**src/rtl/mul_pkg.sv**
```systemverilog
// Shared multiplier types: Booth digit encoding and the recode helper.
// Used by booth_digit_streamer (optional BOOTH_ZERO_SKIP_EN) and its checkers.
package mul_pkg;

  localparam int WIDTH      = 16;
  localparam int NUM_DIGITS = (WIDTH + 3) / 4;

  typedef enum logic [3:0] {
    PP_0  = 4'd0,
    PP_A  = 4'd1,
    PP_2A = 4'd2,
    PP_3A = 4'd3,
    PP_4A = 4'd4,
    PP_5A = 4'd5,
    PP_6A = 4'd6,
    PP_7A = 4'd7,
    PP_8A = 4'd8
  } booth_sel_t;

  typedef struct packed {
    booth_sel_t sel;
    logic       neg;
  } booth_digit_t;

  typedef enum logic {
    S_IDLE = 1'b0,
    S_RUN  = 1'b1
  } bds_state_t;

  // b = {b[4i+3], b[4i+2], b[4i+1], b[4i], b[4i-1]}
  function automatic booth_digit_t booth_recode(input logic [4:0] b);
    logic signed [4:0] v;
    logic [4:0]        mag;
    booth_digit_t      d;
    v     = $signed({b[4], b[4:1]}) + $signed({4'b0000, b[0]});
    mag   = v[4] ? 5'(-v) : 5'(v);
    d.sel = booth_sel_t'(mag[3:0]);
    d.neg = v[4];
    return d;
  endfunction

endpackage

```
**src/rtl/booth_digit_enc.sv**
```systemverilog
// Combinational radix-16 Booth digit encoder: one 5-bit window to
// a {sel, neg} digit.
module booth_digit_enc
  import mul_pkg::*;
(
  input  logic [4:0]   i_bits,
  output booth_digit_t o_digit
);

  assign o_digit = booth_recode(i_bits);

endmodule

```
**src/rtl/booth_digit_streamer.sv**
```systemverilog
// Sequential radix-16 Booth recoder streaming digits LSB-first.
// Define BOOTH_ZERO_SKIP_EN to suppress PP_0 digits below the last index.
module booth_digit_streamer
  import mul_pkg::*;
#(
  parameter int WIDTH      = mul_pkg::WIDTH,
  parameter int NUM_DIGITS = mul_pkg::NUM_DIGITS
) (
  input  logic                          clk,
  input  logic                          rst,
  input  logic                          mult_valid_in,
  output logic                          mult_ready_out,
  input  logic [WIDTH-1:0]              multiplier_in,
  output logic                          digit_valid_out,
  input  logic                          digit_ready_in,
  output booth_sel_t                    booth_sel_out,
  output logic                          neg_value_out,
  output logic [$clog2(NUM_DIGITS)-1:0] digit_idx_out,
  output logic                          digit_last_out
);

  localparam int IW = $clog2(NUM_DIGITS);
  localparam int XW = 4 * NUM_DIGITS;
  localparam logic [IW-1:0] LAST_IDX = IW'(NUM_DIGITS - 1);

  logic signed [XW-1:0] w_ext;
  logic [XW:0]          w_bits;
  booth_digit_t         w_enc [NUM_DIGITS];
  logic [IW-1:0]        w_first;
  logic [IW-1:0]        w_next;
  logic                 w_load;
  logic                 w_acc;

  bds_state_t    r_state;
  booth_digit_t  r_dig [NUM_DIGITS];
  logic [IW-1:0] r_idx;
  logic          r_valid;
  logic          r_last;
  booth_sel_t    r_sel;
  logic          r_neg;

  assign w_ext  = XW'($signed(multiplier_in));
  assign w_bits = {w_ext, 1'b0};

  for (genvar g = 0; g < NUM_DIGITS; g++) begin : g_enc
    booth_digit_enc u_enc (
      .i_bits  (w_bits[4*g +: 5]),
      .o_digit (w_enc[g])
    );
  end

`ifdef BOOTH_ZERO_SKIP_EN
  // Lowest nonzero index wins; the last index is always a fallback.
  always_comb begin
    w_first = LAST_IDX;
    w_next  = LAST_IDX;
    for (int i = NUM_DIGITS - 2; i >= 0; i--) begin
      if (w_enc[i].sel != PP_0)
        w_first = IW'(i);
      if ((i > int'(r_idx)) && (r_dig[i].sel != PP_0))
        w_next = IW'(i);
    end
  end
`else
  assign w_first = '0;
  assign w_next  = r_idx + 1'b1;
`endif

  assign w_acc  = r_valid & digit_ready_in;
  assign w_load = mult_valid_in & mult_ready_out;

  assign mult_ready_out = (r_state == S_IDLE)
                        | (w_acc & r_last);

  always_ff @(posedge clk or posedge rst) begin
    if (rst) begin
      r_state <= S_IDLE;
      r_valid <= 1'b0;
      r_idx   <= '0;
      r_last  <= 1'b0;
      r_sel   <= PP_0;
      r_neg   <= 1'b0;
      for (int i = 0; i < NUM_DIGITS; i++)
        r_dig[i] <= '0;
    end else if (w_load) begin
      for (int i = 0; i < NUM_DIGITS; i++)
        r_dig[i] <= w_enc[i];
      r_state <= S_RUN;
      r_valid <= 1'b1;
      r_idx   <= w_first;
      r_sel   <= w_enc[w_first].sel;
      r_neg   <= w_enc[w_first].neg;
      r_last  <= (w_first == LAST_IDX);
    end else if (w_acc) begin
      if (r_last) begin
        r_state <= S_IDLE;
        r_valid <= 1'b0;
      end else begin
        r_idx  <= w_next;
        r_sel  <= r_dig[w_next].sel;
        r_neg  <= r_dig[w_next].neg;
        r_last <= (w_next == LAST_IDX);
      end
    end
  end

  assign digit_valid_out = r_valid;
  assign booth_sel_out   = r_sel;
  assign neg_value_out   = r_neg;
  assign digit_idx_out   = r_idx;
  assign digit_last_out  = r_last;

endmodule
```
**config.mk**
```make
export PLATFORM = sky130hd
export DESIGN_NAME = booth_digit_streamer
export DESIGN_NICKNAME = d
export VERILOG_FILES = /design/src/rtl/mul_pkg.sv /design/src/rtl/booth_digit_enc.sv /design/src/rtl/booth_digit_streamer.sv
export SDC_FILE = /design/constraint.sdc
export NUM_CORES = 1
export LEC_CHECK = 0
export CORE_ASPECT_RATIO = 0.7
export CORE_MARGIN = 2
export CORE_UTILIZATION = 52
export DETAILED_ROUTE_END_ITERATION = 12
export PLACE_DENSITY = 0.83
export SLEW_MARGIN = 20
export SYNTH_ARGS = -nofsm -noshare
export SYNTH_HDL_FRONTEND = slang
export SYNTH_SLANG_ARGS = --single-unit
```
**constraint.sdc**
```tcl
create_clock -name clk -period 2.36 [get_ports clk]
set_clock_uncertainty 0.15 [all_clocks]
set_input_delay 0.354 -clock clk [delete_from_list [all_inputs] [get_ports clk]]
set_output_delay 0.354 -clock clk [all_outputs]
set_load 0.02 [all_outputs]
```
==> out/metrics.yaml <==
yosys:
  synthCells: 175
  most_common_cell: "nand2_1"
  yosysWarnings: 0
  synthTopCellsByCount: "nand2_1, dfrtp_1, o21ai_0"
  syn-cell-area_um2: 1710
  ys_cells: 175
  synth_async_sr_flop_share_pct: 100.0
  flop_cell: "dfrtp_1"
  ys_seq_share_pct: 42.43
  numSynthFlops: 29
  yosys.area.top_type_share_pct: 42.43
  ys_types: 30
  yosysChipArea_um2: 1710
  syn_area_per_cell_um2: 9.774
  synth-edff-count: 0
  synthTopCellsByArea: "dfrtp_1, ha_1, nand2_1, mux4_2, o21ai_0"
  synthesis.nets: 206
critical_path:
  critical_path_class: "primary input to flop"
  cp_num_buf_inv: 2
  crit_cells: 9
  cpMostUsedCell: "ha_1"
  critPathMaxStageDelay_ns: 0.44
  critPathCapture: "r_dig[3]$_DFFE_PP0P_"
  required_ns: 2.41
  cpLargestDelayFamily: "adder cells"
  timing.rr.start: "digit_idx_out[1]$_DFFE_PP0P_"
  cp.arrival_ns: 2.26
  crit_start: "multiplier_in[11]"
  crit_chain: "clkdlybuf4s50_1 > ha_1 > ha_1 > inv_1 > ha_1 > nor2b_1 > xor2_1 > o21ai_0 > o21ai_0"
  startpoint_type: "primary input"
  worstSetupEndpointType: "flop"
  worstRegToRegCells: 4
  crit_path_max_fanout: 2
  rrSetupSlack_ns: 0.44
  worstReg2RegEnd: "booth_sel_out[0]$_DFFE_PP0P_"
  crit_path_top_delay_cell: "clkdlybuf4s50_1"
grt:
  grt_pass1_vias: 1380
  grt_max_degree: 38
  grt.met3_usage_pct: 5.620
  grtUsageTotal_pct: 22.34
  use_met1_pct: 25.97
  antenna_found_initial: 0
  grt_pass1_wl_um: 6251
  grt_overflow: 0
routing:
  ant_nets: 0
  wl_met3_um: 221
  via_per_inst: 5.768
  met2_length_um: 1853
  drc: 0
  wl_met1_um: 1609
  first_iter_violations: 113
  drt-pass1-iter-count: 4
  routed.top_layer: "met4"
final_layout:
  logic_area_um2: 883.3
  finalNonFillerCells: 250
  drive_gt1_share_pct: 13.68
  buffers: 36
  finalInstanceArea_um2: 2142
  largest-register: "r_dig"
  seq_share_pct: 33.88
  design.seq.count: 29
  n_antenna_cell: 0
  largest_reg_flops: 20
  dominant_cells: "logic gates"
  layout.filler_cells: 235
  comb_share_pct: 41.24
  nets: 242
  num-clock-buffers: 7
  ff_latch_area_um2: 725.7
  comb.multi_input.count: 128
  syn_to_final_growth_pct: 25.24
  inverters: 11
  clkCellAreaFrac_pct: 4.731
  lay_top_count: "nand2_1"
  lay_top_cells: "nand2_1, dfrtp_1, clkdlybuf4s50_1, o21ai_0"
final_timing:
  fmax_mhz: 452.2
  period_used_pct: 93.71
  min_period_ns: 2.212
  fin_ws_ns: 0.1484
  max_slew_margin_pct: 61.10
  drv_slew: 0
  rsz0062_at_grt: "false"
  hold_viol: 0
  worstMarginPinSlew_ns: 0.5814
  tns_ns: 0
  setup_viol: 0
pwr:
  switching_share_pct: 36.19
  p_comb_mw: 1.06
  top_power_group: "combinational cells"
  cellLeakagePower_nw: 1.005
  p_seq_share_pct: 36.5
  pg_clk_uw: 446
  peakVddDrop_v: 0.0005316
  switchingPower_uw: 857.9
  power.density_nw_per_um2: 1107
  intPower_mw: 1.513
  p_seq_uw: 864
  p_comb_share_pct: 44.7
  report.power.total_mw: 2.371
hold_path:
  hp-class: "primary input to asynchronous set/reset pin"
floorplan:
  std_cell_rows: 17
  design.die.area_um2: 3772
  chipHeight_um: 51.99
  tap_cells: 38
  core_um2: 3148
  fp_util_pct: 54.33
  dieWidth_um: 72.55
place:
  hpwl_um: 2845
  post_dp_cell_area_um2: 2041
  post-place-ws_ns: -0.09441
  gp_congestion: 0.7908
  dp.cells: 242
clock_network:
  clk_latency_ns: 0.28
  clkSinkCount: 29
  cts-root-buf: "clkbuf_8"
  cts-root-to-sink-buffers: 2
  cts_setup_buffers: 0
  cts_buffers: 5
  cts.clk_slew.worst_paths_ns: 0.06
  cts_tree: "done"
  h-tree-depth: 2
  cts_resized: 0
  ctsHoldBuffers: 0
status:
  status: "finished, final reports clean"
flow_run:
  warnings: 26
  max_cap_viol_count: 0
-- per-stage QoR --
step                hold slack [ns]  utilization, %
floorplan                    0.2821               -
global placement             0.3102           64.83
detailed placement           0.3127           64.83
CTS                          0.3002           68.04
global route                 0.3421           68.04
finish                       0.2953           68.04
-- worst reg2reg max path, stage by stage, from the launching register on --
cell	delay, ns
dfrtp_1	0.41
ha_1	0.51
mux4_2	0.54
nand2_1	0.08
o211ai_1	0.09
-- kinds of logic after synthesis --
kind of cell | count (synthesis) | share of synthesized area [%]
AND/OR/NAND/NOR | 60 | 15.36
multiplexers | 5 | 6.584
adder cells (fa/ha/maj) | 11 | 8.047
flip-flops | 29 | 42.43
AND-OR/OR-AND | 42 | 16.53
XOR/XNOR | 10 | 5.120
buffers and inverters | 18 | 5.925
Figure 1. Routing congestion map.
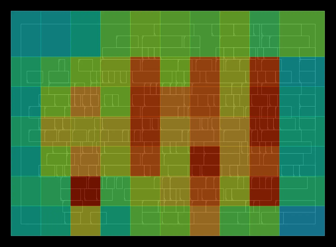
Routed WL per cell: 15.11 um
M2 GR Usage: 37.73%
GRT Max-Usage Layer: met2

Figure 2. Signal wires by layer.
The bar under the picture is 20 um long.
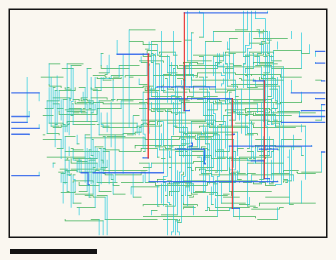
Key: M4 = red [wire length 93.8 um]; M3 = blue [wire length 221 um]; M1 = green [wire length 1610 um]; M2 = cyan [wire length 1850 um]
Via Count: 1442
Routed WL: 3777 um

Figure 3. Layout detail.
The bar under the picture is 5 um long. Region (26, 26) to (46, 46) um. Cells in grey, sequential cells in the stronger grey; small squares are vias.
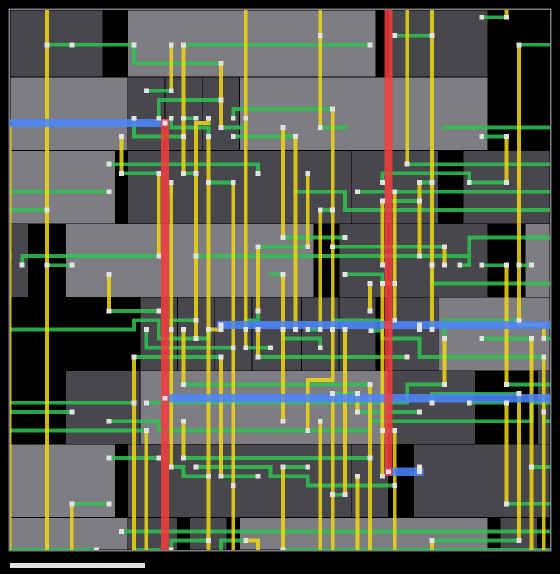
Key: M1 = green; M2 = yellow; M3 = blue; M4 = red
Netlist names of flops here include `r_dig` (3), `booth_sel_out` (1). Sequential cells in the window: 4. Most frequent: nand2_1 (8), dfrtp_1 (4). 26 logic cells have their middle in the window.

Power is estimated from default activity; no workload was simulated.
